$ cat src/rtl/address_generator_c_if.sv
// Tile-start / lane-write bundle between the tile controller, the C-buffer
// write generator and the output BRAM banks.
interface address_generator_c_if #(
  parameter int ADDR_WIDTH        = 16,
  parameter int ARRAY_N           = 8,
  parameter int CONCAT_ADDR_WIDTH = ADDR_WIDTH*ARRAY_N
);
  logic                         start;
  logic [ADDR_WIDTH-1:0]        base_addr;
  logic [$clog2(ARRAY_N):0]     num_rows;
  logic [7:0]                   drain_delay;
  logic [CONCAT_ADDR_WIDTH-1:0] address;
  logic [ARRAY_N-1:0]           enable;
  logic                         busy;
  logic                         done;

  modport slave (
    input  start, base_addr, num_rows, drain_delay,
    output address, enable, busy, done
  );

  modport master (
    output start, base_addr, num_rows, drain_delay,
    input  address, enable, busy, done
  );
endinterface

$ cat src/rtl/address_generator_c.sv
// Write-side address generator for the systolic array C buffer. Follows the
// skewed result wavefront leaving the array bottom: at step t, column j
// writes row t-j to base_addr + (t-j) in its own bank.

// One output lane: enable and address for a given step.
module address_generator_c_lane #(
  parameter int LANE = 0,
  parameter int AW   = 16,
  parameter int TW   = 5,
  parameter int RW   = 4
) (
  input  logic [TW-1:0] t_i,
  input  logic [AW-1:0] base_i,
  input  logic [RW-1:0] rows_i,
  output logic          en_o,
  output logic [AW-1:0] addr_o
);
  logic [TW-1:0] diff;
  logic          ge;

  // Row index for this lane is t-LANE; valid while inside the tile.
  always_comb begin
    ge     = (t_i >= TW'(LANE));
    diff   = t_i - TW'(LANE);
    en_o   = ge && (diff < TW'(rows_i));
    addr_o = en_o ? (base_i + AW'(diff)) : '0;
  end
endmodule

module address_generator_c #(
  parameter int ADDR_WIDTH        = 16,
  parameter int ARRAY_N           = 8,
  parameter int CONCAT_ADDR_WIDTH = ADDR_WIDTH*ARRAY_N
) (
  input  logic                  clk,
  input  logic                  reset,
  address_generator_c_if.slave  bus
);
  localparam int RW = $clog2(ARRAY_N) + 1;
  localparam int TW = $clog2(ARRAY_N) + 2;

  typedef enum logic [1:0] {IDLE, WAIT, RUN, DONE} state_t;

  state_t                              state_q;
  logic [TW-1:0]                       t_q;
  logic [7:0]                          wcnt_q;
  logic [ADDR_WIDTH-1:0]               base_q;
  logic [RW-1:0]                       rows_q;
  logic [ARRAY_N-1:0]                  en_q;
  logic [ARRAY_N-1:0][ADDR_WIDTH-1:0]  addr_q;
  logic                                busy_q;
  logic                                done_q;

  logic [RW-1:0]                       rows_clamp;
  logic [TW-1:0]                       t_last;
  logic [TW-1:0]                       t_sel;
  logic [ADDR_WIDTH-1:0]               base_sel;
  logic [RW-1:0]                       rows_sel;
  logic [ARRAY_N-1:0]                  en_d;
  logic [ARRAY_N-1:0][ADDR_WIDTH-1:0]  addr_d;

  // Tiles taller than the array are clamped; last RUN step is R+N-2.
  always_comb begin
    rows_clamp = (bus.num_rows > RW'(ARRAY_N)) ? RW'(ARRAY_N) : bus.num_rows;
    t_last     = TW'(rows_q) + TW'(ARRAY_N - 2);
  end

  // Lanes evaluate the step being entered, so outputs land registered in
  // the same cycle as the step. From IDLE the operands come straight from
  // the start inputs since they are not latched yet.
  always_comb begin
    t_sel    = '0;
    base_sel = base_q;
    rows_sel = rows_q;
    if (state_q == IDLE) begin
      base_sel = bus.base_addr;
      rows_sel = rows_clamp;
    end else if (state_q == RUN) begin
      t_sel = t_q + TW'(1);
    end
  end

  for (genvar j = 0; j < ARRAY_N; j++) begin : g_lane
    address_generator_c_lane #(
      .LANE (j),
      .AW   (ADDR_WIDTH),
      .TW   (TW),
      .RW   (RW)
    ) u_lane (
      .t_i    (t_sel),
      .base_i (base_sel),
      .rows_i (rows_sel),
      .en_o   (en_d[j]),
      .addr_o (addr_d[j])
    );
  end

  // Tile FSM with registered lane outputs, busy and done.
  always_ff @(posedge clk or negedge reset) begin
    if (!reset) begin
      state_q <= IDLE;
      t_q     <= '0;
      wcnt_q  <= '0;
      base_q  <= '0;
      rows_q  <= '0;
      en_q    <= '0;
      addr_q  <= '0;
      busy_q  <= 1'b0;
      done_q  <= 1'b0;
    end else begin
      case (state_q)
        IDLE: begin
          done_q <= 1'b0;
          if (bus.start) begin
            base_q <= bus.base_addr;
            rows_q <= rows_clamp;
            t_q    <= '0;
            if (rows_clamp == '0) begin
              state_q <= DONE;
              done_q  <= 1'b1;
            end else if (bus.drain_delay == 8'd0) begin
              state_q <= RUN;
              busy_q  <= 1'b1;
              en_q    <= en_d;
              addr_q  <= addr_d;
            end else begin
              state_q <= WAIT;
              busy_q  <= 1'b1;
              wcnt_q  <= bus.drain_delay - 8'd1;
            end
          end
        end
        WAIT: begin
          if (wcnt_q == 8'd0) begin
            state_q <= RUN;
            t_q     <= '0;
            en_q    <= en_d;
            addr_q  <= addr_d;
          end else begin
            wcnt_q <= wcnt_q - 8'd1;
          end
        end
        RUN: begin
          if (t_q == t_last) begin
            state_q <= DONE;
            t_q     <= '0;
            busy_q  <= 1'b0;
            done_q  <= 1'b1;
            en_q    <= '0;
            addr_q  <= '0;
          end else begin
            t_q    <= t_q + TW'(1);
            en_q   <= en_d;
            addr_q <= addr_d;
          end
        end
        DONE: begin
          state_q <= IDLE;
          done_q  <= 1'b0;
        end
        default: state_q <= IDLE;
      endcase
    end
  end

  assign bus.address = CONCAT_ADDR_WIDTH'(addr_q);
  assign bus.enable  = en_q;
  assign bus.busy    = busy_q;
  assign bus.done    = done_q;
endmodule

$ cat src/flat_wrapper.sv
// flat-port wrapper written by rule: the top's interface ports become plain ports
module address_generator_c_flat 
#(
  parameter int ADDR_WIDTH        = 16,
  parameter int ARRAY_N           = 8,
  parameter int CONCAT_ADDR_WIDTH = ADDR_WIDTH*ARRAY_N
)
  (clk, reset, bus_start, bus_base_addr, bus_num_rows, bus_drain_delay, bus_address, bus_enable, bus_busy, bus_done);
  address_generator_c_if #(.ADDR_WIDTH(ADDR_WIDTH), .ARRAY_N(ARRAY_N), .CONCAT_ADDR_WIDTH(CONCAT_ADDR_WIDTH)) bus_i ();
  input  logic clk;
  input  logic reset;
  input wire logic [$bits(bus_i.start)-1:0] bus_start;
  input wire logic [$bits(bus_i.base_addr)-1:0] bus_base_addr;
  input wire logic [$bits(bus_i.num_rows)-1:0] bus_num_rows;
  input wire logic [$bits(bus_i.drain_delay)-1:0] bus_drain_delay;
  output wire logic [$bits(bus_i.address)-1:0] bus_address;
  output wire logic [$bits(bus_i.enable)-1:0] bus_enable;
  output wire logic [$bits(bus_i.busy)-1:0] bus_busy;
  output wire logic [$bits(bus_i.done)-1:0] bus_done;
  assign bus_i.start = bus_start;
  assign bus_i.base_addr = bus_base_addr;
  assign bus_i.num_rows = bus_num_rows;
  assign bus_i.drain_delay = bus_drain_delay;
  assign bus_address = bus_i.address;
  assign bus_enable = bus_i.enable;
  assign bus_busy = bus_i.busy;
  assign bus_done = bus_i.done;
  address_generator_c #(.ADDR_WIDTH(ADDR_WIDTH), .ARRAY_N(ARRAY_N), .CONCAT_ADDR_WIDTH(CONCAT_ADDR_WIDTH)) u_core (.clk(clk), .reset(reset), .bus(bus_i));
endmodule
$ cat config.mk
export PLATFORM = sky130hd
export DESIGN_NAME = address_generator_c_flat
export DESIGN_NICKNAME = d
export VERILOG_FILES = /design/src/rtl/address_generator_c_if.sv /design/src/rtl/address_generator_c.sv /design/src/flat_wrapper.sv
export SDC_FILE = /design/constraint.sdc
export NUM_CORES = 1
export LEC_CHECK = 0
export ABC_AREA = 1
export CORE_MARGIN = 2
export CORE_UTILIZATION = 50
export CTS_BUF_LIST = sky130_fd_sc_hd__clkbuf_4
export CTS_CLUSTER_SIZE = 20
export DETAILED_ROUTE_END_ITERATION = 7
export PLACE_DENSITY_LB_ADDON = 0.12
export RECOVER_POWER = 100
export SETUP_SLACK_MARGIN = 0.05
export SYNTH_ARGS = -nofsm -noshare
export SYNTH_HDL_FRONTEND = slang
export SYNTH_SLANG_ARGS = --single-unit
$ cat constraint.sdc
create_clock -name clk -period 3.3 [get_ports clk]
set_input_delay 0.99 -clock clk [delete_from_list [all_inputs] [get_ports clk]]
set_output_delay 0.99 -clock clk [all_outputs]
set_load 0.005 [all_outputs]
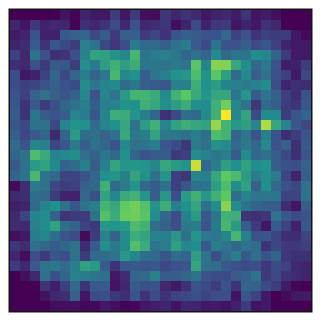
Figure 1: run 1, wiring heat map.
Scale: 2 px per um. The die is cut into 30 by 30 equal tiles; dark purple is low, yellow is high, scaled to the fullest tile. Values are wire area over tile area, all layers added.
mean over tiles: 0.24
nearly empty tiles: 3.4%
fullest tile: 0.75
tiles over half the peak: 16%

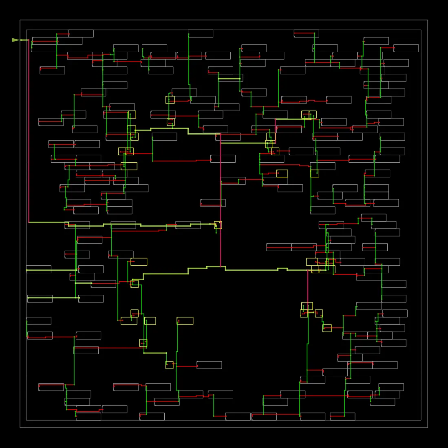
Figure 2: run 1, clock routing.
TritonCTS buffer count: 17
CTS sink cnt: 173

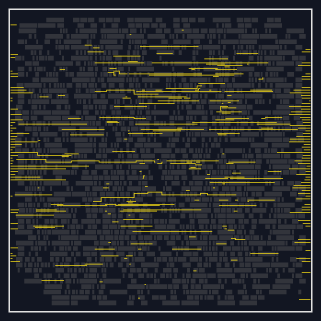
Figure 3: run 1, met3 routing.
Scale: 2 px per um. Cells faint in the background.
share of all routed wire: 7.4%
nets with wire on the layer: 225
longest straight run: 58.0 um
wire length on this layer: 2450 um
main direction: horizontal

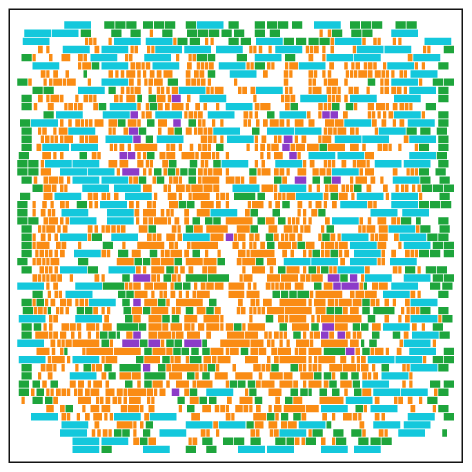
Figure 4: run 1, cell classes on the final placement.
Scale: 3 px per um.
legend:
  green:
    class: remaining buffers and delay cells
    cells: 368
    share_of_their_area: 22%
  cyan:
    class: sequential cells
    cells: 173
    share_of_their_area: 30%
  purple:
    class: clock drivers and dummy loads
    cells: 32
    share_of_their_area: 2.1%
  orange:
    class: remaining logic cells
    cells: 1153
    share_of_their_area: 46%

==> impl_metrics.py, run 1 <==
# Synthesis and PnR figures
metrics = {
    "logic_synthesis": {
        "synth_cells": 1364,
        "syn_area_per_cell_um2": 7.87,
        "synth_stat.cells": 1364,
        "yosysSeqAreaShare": 0.403,
        "synthTopCellsByArea": "dfrtp_1, nand2_1, ha_1",
        "ys_chip_area_mm2": 0.0107,
        "ys_ff": 173,
        "top_area_frac": 0.403,
        "yosysTopAreaCell": "dfrtp_1",
        "syn_area_mm2": 0.0107,
        "synth_nets": 1474,
        "synth_cell_types": 46,
        "ys_warn_count": 0,
    },
    "clocking": {
        "cts_max_level": 4,
        "tritoncts": "done",
        "insertion_delay_ns": 0.60,
        "clkTransAtPathRegs_ns": 0.19,
        "root_buffer": "clkbuf_4",
        "cts_buffer_depth": 2,
        "cts_hold_buffers": 0,
    },
    "setup_path": {
        "reg2reg_slack_ns": 0.15,
        "rr_worst_depth": 21,
        "crit_end": "u_core.bus.address[90]",
        "crit_fanout": 4,
        "crit_arrival_ns": 3.70,
        "r2r-end": "u_core.bus.address[90]",
        "start_kind": "flop",
        "rr_startpoint": "u_core.state_q[1]",
        "crit_type": "reg2reg",
        "worstSetupEndpointType": "flop",
        "worstSetupStartpoint": "u_core.state_q[1]",
        "worstPathRequired_ns": 3.84,
    },
    "hold_path": {
        "hold_depth": 2,
        "hold_path.class": "reg2reg",
        "hold_end": "u_core.bus.address[59]",
        "hp-start": "u_core.bus.address[59]",
    },
    "finish": {
        "nMultiInputCombCells": 1020,
        "instances_no_fill": 2003,
        "inverters": 133,
        "comb_area_frac": 0.416,
        "layout.nets": 1823,
        "seq_area_mm2": 0.00433,
        "sh_seq_area": 0.289,
        "multiInputGateArea_mm2": 0.00624,
        "clock_buffers": 18,
        "drive_above_1_share": 0.208,
        "insertedDiodeCount": 2,
        "num-nonclk-buffers": 368,
        "numSequentialCells": 173,
        "stdcell_area_mm2": 0.0150,
        "syn_to_final_growth_pct": 39.6,
        "n_fill_cell": 1727,
        "buf_share": 0.218,
        "clkCellAreaFrac": 0.0204,
        "largest_class": "multi-input combinational cells",
    },
    "placed_design": {
        "dp_slack_ns": -0.505,
        "port_buffers": 168,
        "finalWeightedCongestion": 0.942,
        "placed_cell_area_mm2": 0.0141,
        "hpwl_um": 25500,
        "dpl.cell_count": 1955,
    },
    "power": {
        "power_frac_clock": 0.092,
        "p_int_uw": 7160,
        "power_frac_comb": 0.720,
        "irDropWorstVdd_mv": 0.801,
        "p_switching_uw": 7040,
        "power.leakage_uw": 0.00761,
        "switching_share": 0.496,
        "p_per_area_mw_per_mm2": 947,
        "sequentialPowerShare": 0.188,
    },
    "global_routing": {
        "grt_max_degree": 66,
        "grt_first_pass_wirelength_um": 51600,
        "grt_overflow_total": 0,
        "grt_util_all_layers": 0.295,
        "grt_pass1_vias": 9985,
        "antenna_found_initial": 3,
    },
    "die": {
        "dieHeight_um": 151,
        "taps": 275,
        "die_area_mm2": 0.0227,
        "rows": 53,
        "fp_util": 0.511,
        "fp.dieW_um": 151,
        "pin_count": 169,
        "core_mm2": 0.0210,
    },
    "final_timing": {
        "slew_violations": 66,
        "hold_ws_ns": 0.497,
        "rsz0062_at_grt": "yes",
        "finalClockSkew_ns": 0.0314,
        "min_period_ns": 3.15,
        "tns_ns": 0,
        "period_used_share": 0.955,
        "tightest_slew_ns": 1.69,
        "setup_slack_ns": 0.148,
        "finalHoldViolCount": 0,
        "setup_viol": 0,
        "fmax_mhz": 317,
        "slew_headroom": -0.123,
    },
    "detailed_routing": {
        "drt-initial-drc-count": 631,
        "drt-vias-per-instance": 5.26,
        "drc": 0,
        "routed_wl_um": 33300,
        "antenna_left": 0,
        "vias": 10500,
        "dr.pass1.iters": 5,
        "avgRoutedWirePerCell_um": 16.6,
    },
    "flow_run": {
        "drv_cap": 1,
        "warning_count": 51,
    },
    "run_status": {
        "outcome": "finished with violations",
        "violations": "max-capacitance violations, max-slew violations",
    },
}
==> run 1: layout by cell type (no fill, tap or decap), types with 9 or more instances in the layout <==
cell type	n
nand2_1	397
o21ai_1	34
nor2_2	14
nand4_1	10
clkbuf_4	21
o21ai_2	16
ha_4	14
dfrtp_1	173
ha_1	55
xor2_1	64
buf_4	175
buf_12	9
o21ai_0	134
dlygate4sd3_1	140
nand3_1	76
a21oi_1	29
clkdlybuf4s50_1	27
nor2_1	49
inv_1	114
nand2_2	14
xnor2_1	19
inv_2	15
==> run 1: power by group through the flow <==
stage | Sequential, uW | Combinational, uW | Clock [uW]
2_1_floorplan | 2700 | 5270 | 0
3_3_place_gp | 2690 | 9230 | 0
3_5_place_dp | 2710 | 9380 | 0
4_1_cts | 2670 | 9530 | 1330
5_1_grt | 2700 | 11200 | 1420
6_report | 2670 | 10200 | 1310
==> run 1: through the flow <==
step                      total power [uW]  utilization
after CTS                            13500        0.690
after global routing                 15300        0.713
after global placement               11900        0.672
final                                14200        0.713
after detailed placement             12100        0.672
after floorplan                       7970            -
==> run 1: cell families (layout without fill, tap and decap cells) <==
logic type,after synthesis,after routing,share of synthesized area
AND-OR/OR-AND,251,251,0.127
AND/OR/NAND/NOR,597,597,0.236
adder cells (fa/ha/maj),79,79,0.0949
buffers and inverters,171,533,0.0636
other,0,2,0
flip-flops,173,173,0.403
multiplexers,1,1,0.000932
XOR/XNOR,92,92,0.0750
==> run 1: repair_timing <==
| action | CTS | global route |
|---|---|---|
| resized | 18 | 118 |
| setup endpoints to repair | 36 | 82 |
| pin swaps | 1 | 34 |
| cloned | 0 | 0 |
| buffers inserted | 2 | 12 |
==> run 1: per-layer routing <==
layer	global-route usage	wire [um]
met5	0	0
met1	0.414	14800
met4	0.0906	963
met3	0.0539	2450
met2	0.465	15100
==> run 1: cell usage after synthesis (all sizes together) <==
library cell	number
clkbuf	26
o22ai	5
o31ai	1
xnor2	20
dfrtp	173
xor2	72
and3	1
nor4	3
o21ai	184
nand2	418
or2	3
a21oi	38
nand3	81
nand3b	2
inv	131
nor3	7
nand4	10
fa	4
o211ai	2
a211oi	2
clkinv	2
ha	75
a31oi	4
nor2	70
o21bai	9
buf	12
mux2i	1
o21a	2
a21o	4
nor3b	2
==> run 1: sequential cells by signal, indices dropped and copies added, names as in the netlist <==
register and count:
u_core.base_q 16, u_core.bus.address 128, u_core.bus.busy 1, u_core.bus.done 1, u_core.bus.enable 8, u_core.rows_q 4, u_core.state_q 2, u_core.t_q 5
u_core.wcnt_q 8
==> run 1: critical path: stages (launching register included) <==
cell and delay, ns:
dfrtp_1 0.45, buf_4 0.16, ha_4 0.16, nand2_4 0.09
inv_6 0.06, nand2_4 0.08, inv_2 0.05, buf_4 0.14
ha_2 0.20, inv_1 0.10, nand2_4 0.08, xor2_4 0.20
ha_4 0.30, nand3_1 0.11, nand2_2 0.11, a21oi_4 0.08
nor2_2 0.13, nand2_2 0.10, nor2_4 0.15, nand2_1 0.09
xor2_1 0.15, o21ai_1 0.12
Figure 5. Cells by drive strength (run 1).
Scale: 2 px per um.
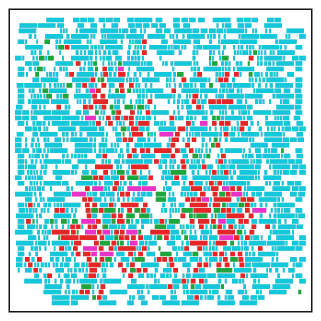

==> run 1 -> run 2 <==
--- a/config.mk
+++ b/config.mk
@@ -7,12 +7,12 @@
 export LEC_CHECK = 0
 export ABC_AREA = 1
 export CORE_MARGIN = 2
-export CORE_UTILIZATION = 50
+export CORE_UTILIZATION = 51
 export CTS_BUF_LIST = sky130_fd_sc_hd__clkbuf_4
 export CTS_CLUSTER_SIZE = 20
 export DETAILED_ROUTE_END_ITERATION = 7
+export MAX_ROUTING_LAYER = met4
 export PLACE_DENSITY_LB_ADDON = 0.12
-export RECOVER_POWER = 100
 export SETUP_SLACK_MARGIN = 0.05
 export SYNTH_ARGS = -nofsm -noshare
 export SYNTH_HDL_FRONTEND = slang
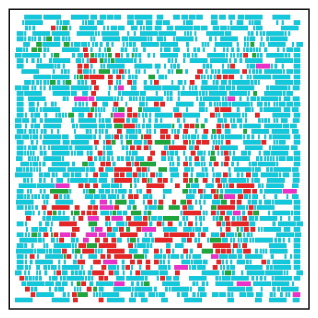
Figure 6: run 2, cells by drive strength.
Scale: 2 px per um.
legend:
  cyan:
    size: x1 and smaller
    cells: 1363
    share: 80%
  magenta:
    size: x6 and larger
    cells: 26
    share: 1.5%
  red:
    size: x3 and x4
    cells: 234
    share: 14%
  green:
    size: x2
    cells: 89
    share: 5.2%

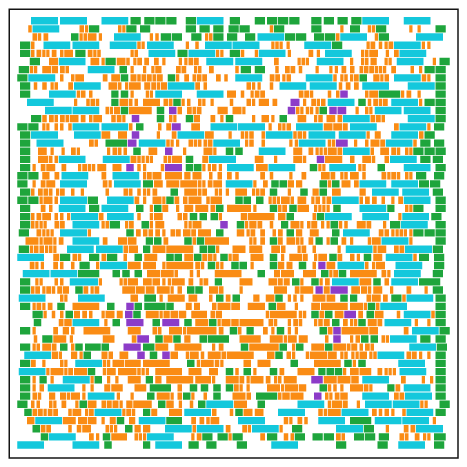
Figure 7: run 2, cell classes on the final placement.
Scale: 3 px per um.
legend:
  orange:
    class: remaining logic cells
    cells: 1153
    share_of_their_area: 46%
  purple:
    class: clock drivers and dummy loads
    cells: 32
    share_of_their_area: 2.1%
  cyan:
    class: sequential cells
    cells: 173
    share_of_their_area: 30%
  green:
    class: remaining buffers and delay cells
    cells: 354
    share_of_their_area: 22%

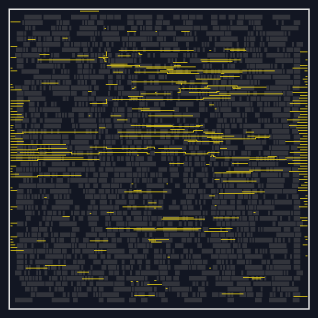
Figure 8: run 2, met3 routing.
Scale: 2 px per um. Cells faint in the background.
longest straight run: 57.0 um
nets with wire on the layer: 204
share of all routed wire: 6.7%

==> run 2 against run 1 <==
Compared with the run above: the run now ends clean; cell area decreased by 0.47%; flip-flop count did not move; global-route usage up 2.3 points; final cell count fell by 0.75%; maximum frequency shrank 0.74%; sequential power about the same; sequential share of layout area increased by 0.14 points; wire length increased by 2.2%; critical path type unchanged; largest cell class unchanged; largest power group unchanged.
==> impl_metrics.py, run 2 <==
# Synthesis and PnR figures
metrics = {
    "finish": {
        "layout.nets": 1809,
        "largest_reg_flops": 128,
        "stdcell_area_mm2": 0.0149,
        "n_fill_cell": 1766,
        "instances_no_fill": 1988,
        "final_cell_mix": "nand2_1, buf_4, dfrtp_1",
        "final_common_cell": "nand2_1",
        "drive_above_1_share": 0.204,
        "syn_to_final_growth_pct": 39.0,
    },
    "setup_path": {
        "crit_arrival_ns": 3.71,
        "worstSetupEndpointType": "flop",
        "worstPathRequired_ns": 3.84,
        "crit_type": "reg2reg",
        "start_kind": "flop",
        "crit_fanout": 4,
    },
    "die": {
        "rows": 53,
        "dieHeight_um": 149,
        "core_mm2": 0.0208,
        "die_area_mm2": 0.0222,
        "fp.dieW_um": 149,
        "pin_count": 169,
        "fp_util": 0.516,
    },
    "global_routing": {
        "grt_pass1_vias": 9849,
        "grt_max_degree": 53,
        "antenna_found_initial": 1,
        "grt_util_all_layers": 0.318,
        "grt_overflow_total": 0,
        "grt_first_pass_wirelength_um": 52700,
    },
    "power": {
        "p_switching_uw": 7130,
        "finalPower_uw": 14200,
        "power_frac_comb": 0.722,
        "power.leakage_uw": 0.00708,
        "power_frac_clock": 0.091,
        "switching_share": 0.500,
        "p_int_uw": 7120,
        "sequentialPowerShare": 0.187,
        "irDropWorstVdd_mv": 0.676,
        "p_per_area_mw_per_mm2": 955,
    },
    "detailed_routing": {
        "dr.pass1.iters": 5,
        "vias": 10600,
        "avgRoutedWirePerCell_um": 17.1,
        "antenna_left": 0,
        "routed_wl_um": 34000,
        "drc": 0,
        "drt-vias-per-instance": 5.32,
        "drt-initial-drc-count": 722,
    },
    "logic_synthesis": {
        "yosys-top-cells-count": "nand2_1, dfrtp_1, o21ai_0, inv_1, nand3_1",
        "ff_type": "dfrtp_1",
        "synth-edff-count": 0,
        "synth_top_cell_by_count": "nand2_1",
        "ys_warn_count": 0,
        "synth_stat.cells": 1364,
        "top_area_frac": 0.403,
        "synth_cells": 1364,
        "ys_chip_area_mm2": 0.0107,
        "syn_area_mm2": 0.0107,
        "syn_area_per_cell_um2": 7.87,
        "yosysTopAreaCell": "dfrtp_1",
        "ys_ff": 173,
        "synth_nets": 1474,
        "yosysSeqAreaShare": 0.403,
        "synth_cell_types": 46,
        "synthTopCellsByArea": "dfrtp_1, nand2_1, ha_1",
        "ys_async_sr_fraction": 1.00,
    },
    "hold_path": {
        "hold_path.class": "in2async",
    },
    "run_status": {
        "outcome": "complete, no violations",
    },
    "placed_design": {
        "port_buffers": 168,
        "hpwl_um": 26200,
        "finalWeightedCongestion": 0.988,
        "placed_cell_area_mm2": 0.0140,
        "dpl.cell_count": 1940,
        "dp_slack_ns": -0.480,
    },
    "clocking": {
        "cts_buffers": 17,
        "cts_buffer_depth": 2,
        "root_buffer": "clkbuf_4",
        "clkTransAtPathRegs_ns": 0.19,
        "cts.sinks": 173,
        "cts_max_level": 4,
        "cts_hold_buffers": 0,
        "tritoncts": "done",
        "insertion_delay_ns": 0.61,
    },
    "final_timing": {
        "min_period_ns": 3.18,
        "slew_violations": 0,
        "finalHoldViolCount": 0,
        "fmax_mhz": 315,
        "slew_headroom": 0.583,
        "tns_ns": 0,
        "tightest_slew_ns": 0.625,
        "setup_slack_ns": 0.124,
        "rsz0062_at_grt": "yes",
        "finalClockSkew_ns": 0.0373,
        "period_used_share": 0.962,
        "setup_viol": 0,
    },
    "flow_run": {
        "warning_count": 54,
        "drv_cap": 0,
    },
}
run 2: critical path, stage by stage, from the launching register on:
cell      delay (ns)
dfrtp_1         0.40
inv_2           0.08
ha_4            0.18
inv_2           0.07
nand2_4         0.08
nor2_4          0.19
inv_1           0.09
ha_2            0.33
inv_1           0.05
ha_1            0.27
a21oi_1         0.34
o21bai_1        0.17
nand3_1         0.14
nand2_2         0.08
nand2_1         0.11
nor2_2          0.06
buf_4           0.14
a21oi_1         0.13
nor2_1          0.06
o21ai_0         0.14
run 2: kinds of logic (layout without fill, tap and decap cells):
| logic type | after synthesis | count (layout) | synth area share |
|---|---|---|---|
| other | 0 | 1 | 0 |
| DFF | 173 | 173 | 0.403 |
| muxes | 1 | 1 | 0.000932 |
| buffers and inverters | 171 | 519 | 0.0636 |
| AOI/OAI and AO/OA | 251 | 251 | 0.127 |
| xor gates and xnor gates | 92 | 92 | 0.0750 |
| and+or+nand+nor | 597 | 597 | 0.236 |
| adders and majority gates | 79 | 79 | 0.0949 |
run 2: path summary, 6_finish.rpt:
check	startpoint	endpoint	slack, ns	cells after the start
max in group asynchronous	reset	u_core.bus.address[41]	2.27	2
max	u_core.state_q[0]	u_core.bus.address[91]	0.12	19
min reg2reg	u_core.bus.address[41]	u_core.bus.address[41]	0.50	2
max reg2reg	u_core.state_q[0]	u_core.bus.address[91]	0.12	19
min	reset	u_core.bus.address[78]	0.30	1
min in group clk	u_core.bus.address[41]	u_core.bus.address[41]	0.50	2
run 2: repair_timing:
action / CTS / global route
pin swaps: 5 / 29
setup buffers: 3 / 12
gates cloned: 0 / 0
setup endpoints to repair: 45 / 97
resized: 16 / 111
run 2: layer usage:
layer,up-vias,GRT usage,routed length [um]
met1,5034,0.434,15000
met4,0,0.0714,762
li1,5112,-,-
met2,378,0.501,16000
met3,54,0.0550,2270
met5,-,-,0
run 2: cell type report:
cell class	count	area, um^2	area share
Tap cell	275	344	0.0231
Clock buffer	18	135	0.00906
Antenna cell	1	2.50	0.000168
Sequential cell	173	4330	0.290
Inverter	133	514	0.0345
Timing Repair Buffer	354	3210	0.215
Clock inverter	14	169	0.0113
Multi-Input combinational cell	1020	6210	0.416
run 2: metrics by stage:
stage	hold slack (ns)	util
after floorplan	0.448	-
after global placement	0.462	0.671
after detailed placement	0.465	0.671
after CTS	0.294	0.689
after global routing	0.305	0.717
final	0.301	0.717
run 2: power groups by stage:
stage               Combinational (uW)  Clock, uW  Sequential (uW)
detailed placement                9390          0             2710
global placement                  9270          0             2690
global route                     11200       1410             2710
finish                           10300       1290             2670
CTS                               9480       1300             2660
floorplan                         5270          0             2700
Power is estimated from default activity; no workload was simulated.
